File: src/rtl/div_pkg.sv
// Shared definitions for the sequential 16x8 restoring divider.
// Holds the FSM state encoding, fixed operand widths, the step count and
// the quotient saturation value. Imported by div_step and div_16x8_seq.
package div_pkg;
  localparam int W_DIVIDEND = 16;
  localparam int W_DIVISOR  = 8;
  localparam int N_STEPS    = 8;

  localparam logic [W_DIVISOR-1:0] Q_SAT = 8'hFF;

  // ROUND is only ever entered when DIV_ROUND_EN is defined.
  typedef enum logic [1:0] {
    IDLE  = 2'd0,
    CALC  = 2'd1,
    ROUND = 2'd2,
    DONE  = 2'd3
  } div_state_t;
endpackage

File: src/rtl/div_step.sv
// One combinational restoring-division iteration.
// Ports:
//   p       in  8  partial remainder (always < divisor)
//   sin     in  1  next dividend bit shifted in
//   divisor in  8  divisor
//   p_nx    out 8  partial remainder after the step
//   qbit    out 1  quotient bit produced by the step
module div_step
  import div_pkg::*;
(
  input  logic [W_DIVISOR-1:0] p,
  input  logic                 sin,
  input  logic [W_DIVISOR-1:0] divisor,
  output logic [W_DIVISOR-1:0] p_nx,
  output logic                 qbit
);
  logic [W_DIVISOR:0] t;

  assign t    = {p, sin};
  assign qbit = t >= {1'b0, divisor};
  // The true difference is < divisor, so it fits in 8 bits and the low
  // 8 bits of the modulo-256 subtraction are exact.
  assign p_nx = qbit ? (t[W_DIVISOR-1:0] - divisor) : t[W_DIVISOR-1:0];
endmodule

File: src/rtl/div_16x8_seq.sv
// Sequential 16/8 unsigned restoring divider, one quotient bit per clock,
// valid/ready on both sides, no overlap between operations.
// Optional macro DIV_ROUND_EN adds a ROUND state that rounds the quotient
// half-up (saturating at 0xFF with ovf=1); remainder stays the truncation
// remainder.
// Ports:
//   clk, rst_n            clock, asynchronous active-low reset
//   in_valid / in_ready   operand handshake (in_ready only in IDLE)
//   dividend [15:0]       unsigned dividend
//   divisor  [7:0]        unsigned divisor
//   out_valid / out_ready result handshake
//   quotient, remainder   8-bit results, held until handshake
//   ovf                   quotient overflow, divide-by-zero or round saturation
module div_16x8_seq
  import div_pkg::*;
(
  input  logic                  clk,
  input  logic                  rst_n,
  input  logic                  in_valid,
  output logic                  in_ready,
  input  logic [W_DIVIDEND-1:0] dividend,
  input  logic [W_DIVISOR-1:0]  divisor,
  output logic                  out_valid,
  input  logic                  out_ready,
  output logic [W_DIVISOR-1:0]  quotient,
  output logic [W_DIVISOR-1:0]  remainder,
  output logic                  ovf
);
  div_state_t state, state_nx;

  logic [W_DIVISOR-1:0] p, s, dvsr, p_nx;
  logic [2:0]           cnt;
  logic                 qbit, accept, ovf_in, last_step, hshk;

  // in_ready is a registered decode of IDLE, low while reset is asserted.
  assign accept    = in_ready & in_valid;
  // High dividend byte >= divisor means the quotient cannot fit in 8 bits;
  // also catches divisor == 0.
  assign ovf_in    = dividend[W_DIVIDEND-1:W_DIVISOR] >= divisor;
  assign last_step = cnt == 3'(N_STEPS-1);
  assign hshk      = out_valid & out_ready;

  div_step u_step (
    .p       (p),
    .sin     (s[W_DIVISOR-1]),
    .divisor (dvsr),
    .p_nx    (p_nx),
    .qbit    (qbit)
  );

  always_ff @(posedge clk or negedge rst_n)
    if (!rst_n) state <= IDLE;
    else        state <= state_nx;

  always_comb begin
    state_nx = state;
    case (state)
      IDLE:  if (accept) state_nx = ovf_in ? DONE : CALC;
      CALC:  if (last_step) begin
`ifdef DIV_ROUND_EN
        state_nx = ROUND;
`else
        state_nx = DONE;
`endif
      end
      ROUND: state_nx = DONE;
      DONE:  if (hshk) state_nx = IDLE;
      default: state_nx = IDLE;
    endcase
  end

  always_ff @(posedge clk or negedge rst_n)
    if (!rst_n) begin
      p         <= '0;
      s         <= '0;
      dvsr      <= '0;
      cnt       <= '0;
      quotient  <= '0;
      remainder <= '0;
      ovf       <= 1'b0;
      out_valid <= 1'b0;
      in_ready  <= 1'b0;
    end else begin
      in_ready <= (state_nx == IDLE);
      case (state)
        IDLE: if (accept) begin
          dvsr <= divisor;
          if (ovf_in) begin
            quotient  <= Q_SAT;
            remainder <= '0;
            ovf       <= 1'b1;
            out_valid <= 1'b1;
          end else begin
            p   <= dividend[W_DIVIDEND-1:W_DIVISOR];
            s   <= dividend[W_DIVISOR-1:0];
            cnt <= '0;
          end
        end
        CALC: begin
          // s holds remaining dividend bits in its top, quotient bits fill from LSB.
          p   <= p_nx;
          s   <= {s[W_DIVISOR-2:0], qbit};
          cnt <= cnt + 3'd1;
`ifndef DIV_ROUND_EN
          if (last_step) begin
            quotient  <= {s[W_DIVISOR-2:0], qbit};
            remainder <= p_nx;
            ovf       <= 1'b0;
            out_valid <= 1'b1;
          end
`endif
        end
`ifdef DIV_ROUND_EN
        ROUND: begin
          remainder <= p;
          out_valid <= 1'b1;
          // 2*rem >= divisor: round half up, saturating.
          if ({p, 1'b0} >= {1'b0, dvsr}) begin
            if (s == Q_SAT) begin
              quotient <= Q_SAT;
              ovf      <= 1'b1;
            end else begin
              quotient <= s + 8'd1;
              ovf      <= 1'b0;
            end
          end else begin
            quotient <= s;
            ovf      <= 1'b0;
          end
        end
`endif
        DONE: if (hshk) out_valid <= 1'b0;
        default: ;
      endcase
    end
endmodule

File: config.mk
export PLATFORM = sky130hd
export DESIGN_NAME = div_16x8_seq
export DESIGN_NICKNAME = d
export VERILOG_FILES = /design/src/rtl/div_pkg.sv /design/src/rtl/div_step.sv /design/src/rtl/div_16x8_seq.sv
export SDC_FILE = /design/constraint.sdc
export NUM_CORES = 1
export LEC_CHECK = 0
export CAP_MARGIN = 20
export CORE_UTILIZATION = 45
export DETAILED_ROUTE_END_ITERATION = 7
export GPL_ROUTABILITY_DRIVEN = 1
export PLACE_DENSITY_LB_ADDON = 0.15
export SLEW_MARGIN = 25
export SYNTH_ARGS = -nofsm -noshare
export SYNTH_HDL_FRONTEND = slang
export SYNTH_SLANG_ARGS = --single-unit
File: constraint.sdc
create_clock -name clk -period 2.39 [get_ports clk]
set_input_delay 0.478 -clock clk [delete_from_list [all_inputs] [get_ports clk]]
set_output_delay 0.478 -clock clk [all_outputs]
set_load 0.02 [all_outputs]
==> GITHUB_STEP_SUMMARY <==
### Metrics collected by this job

| Metric | Value |
|---|---|
| Status | `completed` |
| Post-CTS Setup Bufs | `0` |
| Worst vdd ir | `661 uV` |
| Xor+xnor area frac | `1.63%` |
| Warning total across the stage logs | `27` |
| Dpl ws | `-0.301 ns` |
| Maxcap violations | `0` |
| Overflow after GRT | `0` |
| Routed length on met1 | `3.01 mm` |
| Met3 wire length | `between 200 and 300 um` |
| Detailed-route DRC error count | `0` |
| Max transition margin | `60.1%` |
| Vias | `2236` |
| Post-Syn Instances | `between 200 and 300` |
| Mapped Area | `2680 um2` |
| AND/OR/NAND/NOR Cells, Area Fraction | `12.7%` |
| Setup TNS | `0 ns` |
| YS warnings | `0` |
| Clk sinks | `approximately 48` |
| Synthesized net count | `between 300 and 400` |
| Top sig layer | `met4` |
| Skew final | `around 0.0035 ns` |
| Synthesized area per cell | `9.53 um2` |
| Area share, top type | `~45%` |
| Cell area leaders | `dfrtp_1 45%, ha_1 8.4%, a21oi_1 5.4%` |
| Startpoint types | `input port` |
| Yosys adder share | `9.15%` |
| Max H-tree Level | `2` |
| CP startpoint | `divisor[6]` |
| Cts bufs inserted | `5` |
| Number of global-route vias before repair | `2222` |
| # fillers | `about 500` |
| Asr flop ratio synth | `100%` |
| Crit path DRT | `2.57 ns` |
| RSZ-0062 raised after global routing | `true` |
| CTS tree | `built` |
| Period utilisation layout | `a little over nine tenths` |
| Routed vias/inst | `5.39` |
| Setup violations, final | `0` |
| Synth flops | `~48` |
| Min Tclk post-route | `between 2 and 2.5 ns` |
| First-pass GRT wire length | `between 10 and 15 mm` |
| Post-synth seq share | `between 40% and 50%` |
| Die H | `between 70 and 80 um` |
| Yosys Chip Area | `roughly 2700 um2` |
| Post-synth EDFFs | `0` |
| Actual slew at the worst max-slew pin | `0.599 ns` |
| Main logic family | `AND-OR/OR-AND gates` |
| Clock slew at reported path FFs | `roughly 0.090 ns` |
| Drt pass-1 iters | `4` |
| Max frequency | `~430 MHz` |
| Die Footprint | `~6300 um2` |
| R2R Path Start | `p[3]` |
| Cell Type Count | `43` |
| Top-count cell post-synth | `dfrtp_1` |
| Hold/Removal Path Class | `in -> async` |
| Dominant flop cell | `dfrtp_1` |
| Crit Path Class | `in -> reg` |
| P&R area growth vs syn | `28.8%` |
| ANT nets after route | `0` |
| Initial antenna violation count | `0` |
| Worst Setup Slack, final | `~0.065 ns` |
| Share of post-route cells with drive strength above 1 | `between 10% and 20%` |
| Floorplan utilization | `47.8%` |
| CP endpoint kind | `register` |
| Placer Congestion | `between 0.7 and 0.8` |
==> registers in the layout, summed over array words and instances (netlist names) <==
| signal | count |
|---|---|
| ovf | 1 |
| out_valid | 1 |
| quotient | 8 |
| remainder | 8 |
| dvsr | 8 |
| s | 8 |
| cnt | 3 |
| p | 8 |
| in_ready | 1 |
| state | 2 |
==> logic make-up (layout without fill, tap and decap cells) <==
group                    after synthesis  after routing
AND-OR/OR-AND                         93             93
AND/OR/NAND/NOR                       74             74
multiplexers                           8              8
buffers and inverters                 34             96
adder cells (fa/ha/maj)               19             19
flip-flops                            48             48
XOR/XNOR                               5              5
==> worst max-delay path, cell delays in order <==
cell and delay [ns]:
clkdlybuf4s50_1 0.49, inv_1 0.05, ha_1 0.32, nand3_2 0.12, o211a_1 0.26, o31ai_4 0.09
buf_4 0.18, a21oi_4 0.06, or2_4 0.32, o2bb2ai_1 0.15
==> metrics by stage <==
step	util, %	instances
final	61.5	415
after global routing	61.5	415
after CTS	60.6	415
after detailed placement	59.1	408
after global placement	59.1	408
after floorplan	-	281
==> power breakdown <==
part           switching [W]  internal [W]
sequential          0.000284       0.00121
combinational        0.00157       0.00132
clock               0.000278      0.000199
==> final cells by class <==
class / count / area, um2 / area share (%)
timing repair buffer: 70 / 639 / 18.5
multi-input combinational: 199 / 1370 / 39.6
inverter: 19 / 71.3 / 2.07
sequential: 48 / 1200 / 34.8
tap: 72 / 90.1 / 2.61
clock inverter: 2 / 12.5 / 0.363
clock buffer: 5 / 68.8 / 1.99
==> final timing paths <==
path                                 to  slack (ns)  cells after the start
max in group asynchronous          s[1]        1.61                      2
hold reg to reg            remainder[1]        0.50                      1
setup reg to reg                   p[1]        0.16                      7
min in group clk           remainder[1]        0.50                      1
hold / removal                  dvsr[7]        0.17                      1
setup / recovery           remainder[0]        0.06                     10
==> layout by cell type, fill, tap and decap left out, drive strengths merged, types with 3 or more instances in the layout <==
master,instances
a21oi,31
a22oi,8
a31oi,3
buf,25
clkbuf,5
clkdlybuf4s50,45
dfrtp,48
ha,18
inv,19
mux2i,7
nand2,38
nand3,5
nor2,17
nor2b,4
nor3,3
o21a,3
o21ai,29
o2bb2ai,7
o31ai,3
xnor2,4
==> metal layers <==
| layer | up-vias | GRT usage (%) |
|---|---|---|
| li1 | 1102 | - |
| met4 | 0 | 5.45 |
| met2 | 58 | 35.9 |
| met3 | 2 | 4.48 |
| met1 | 1074 | 30.4 |
| met5 | - | 0 |
==> what timing repair did <==
| item | in CTS | in global routing |
|---|---|---|
| setup endpoints to repair | 0 | 26 |
| hold buffers | 0 | 0 |
| gates resized | 0 | 10 |
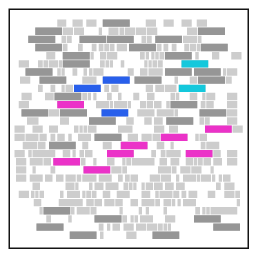
flops_by_reg.png
(3 px per um) Other sequential cells in the stronger grey, the rest of the logic in the fainter grey.
| name in the netlist | colour | sequential cells |
|---|---|---|
| `cnt` | blue | 3 |
| `p` | magenta | 8 |
| `state` | cyan | 2 |
not coloured: 35
Seq area share: 34.8%
Util after Layout: 61.5%
Sequential Area: 1200 um2
Seq power: 0.00149 W

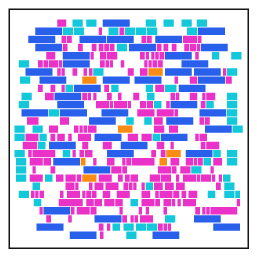
placement_by_type.png
(3 px per um)
| class | colour | cells | share of their area |
|---|---|---|---|
| remaining buffers and delay cells | cyan | 70 | 19% |
| clock drivers and dummy loads | orange | 7 | 2.4% |
| sequential cells | blue | 48 | 36% |
| combinational and other logic | magenta | 218 | 43% |
core area: 5610 um2
Design Area, Final: 3450 um2
Rows: 27

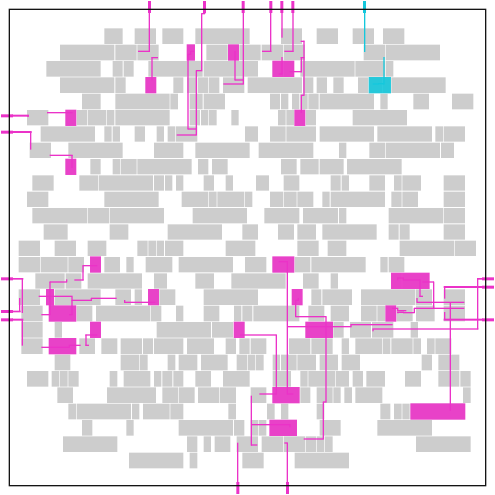
io_fan.png
(6 px per um)
| port | colour | direction | edge | end cells | buffers | wire |
|---|---|---|---|---|---|---|
| `dividend` | magenta | input | 6 top, 5 left, 3 right, 2 bottom | 24 | 22 | 420 um |
| `out_ready` | cyan | input | top | 2 | 1 | 13.0 um |
I/O Buffers: 46
IO Pins: 47

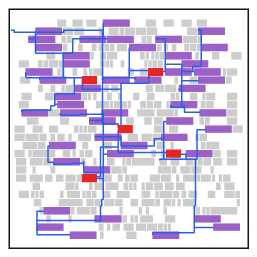
clk_routes.png
(3 px per um)
[clock drivers] red | count: 5
[clock wires] blue | length: 633 um
[flip-flops] purple | count: 48
flops lie: widely spread
routed clock nets: 6
clock share of power: 9.8%
clk ins delay skew pair: 0.30 ns

Power is estimated from default activity; no workload was simulated.
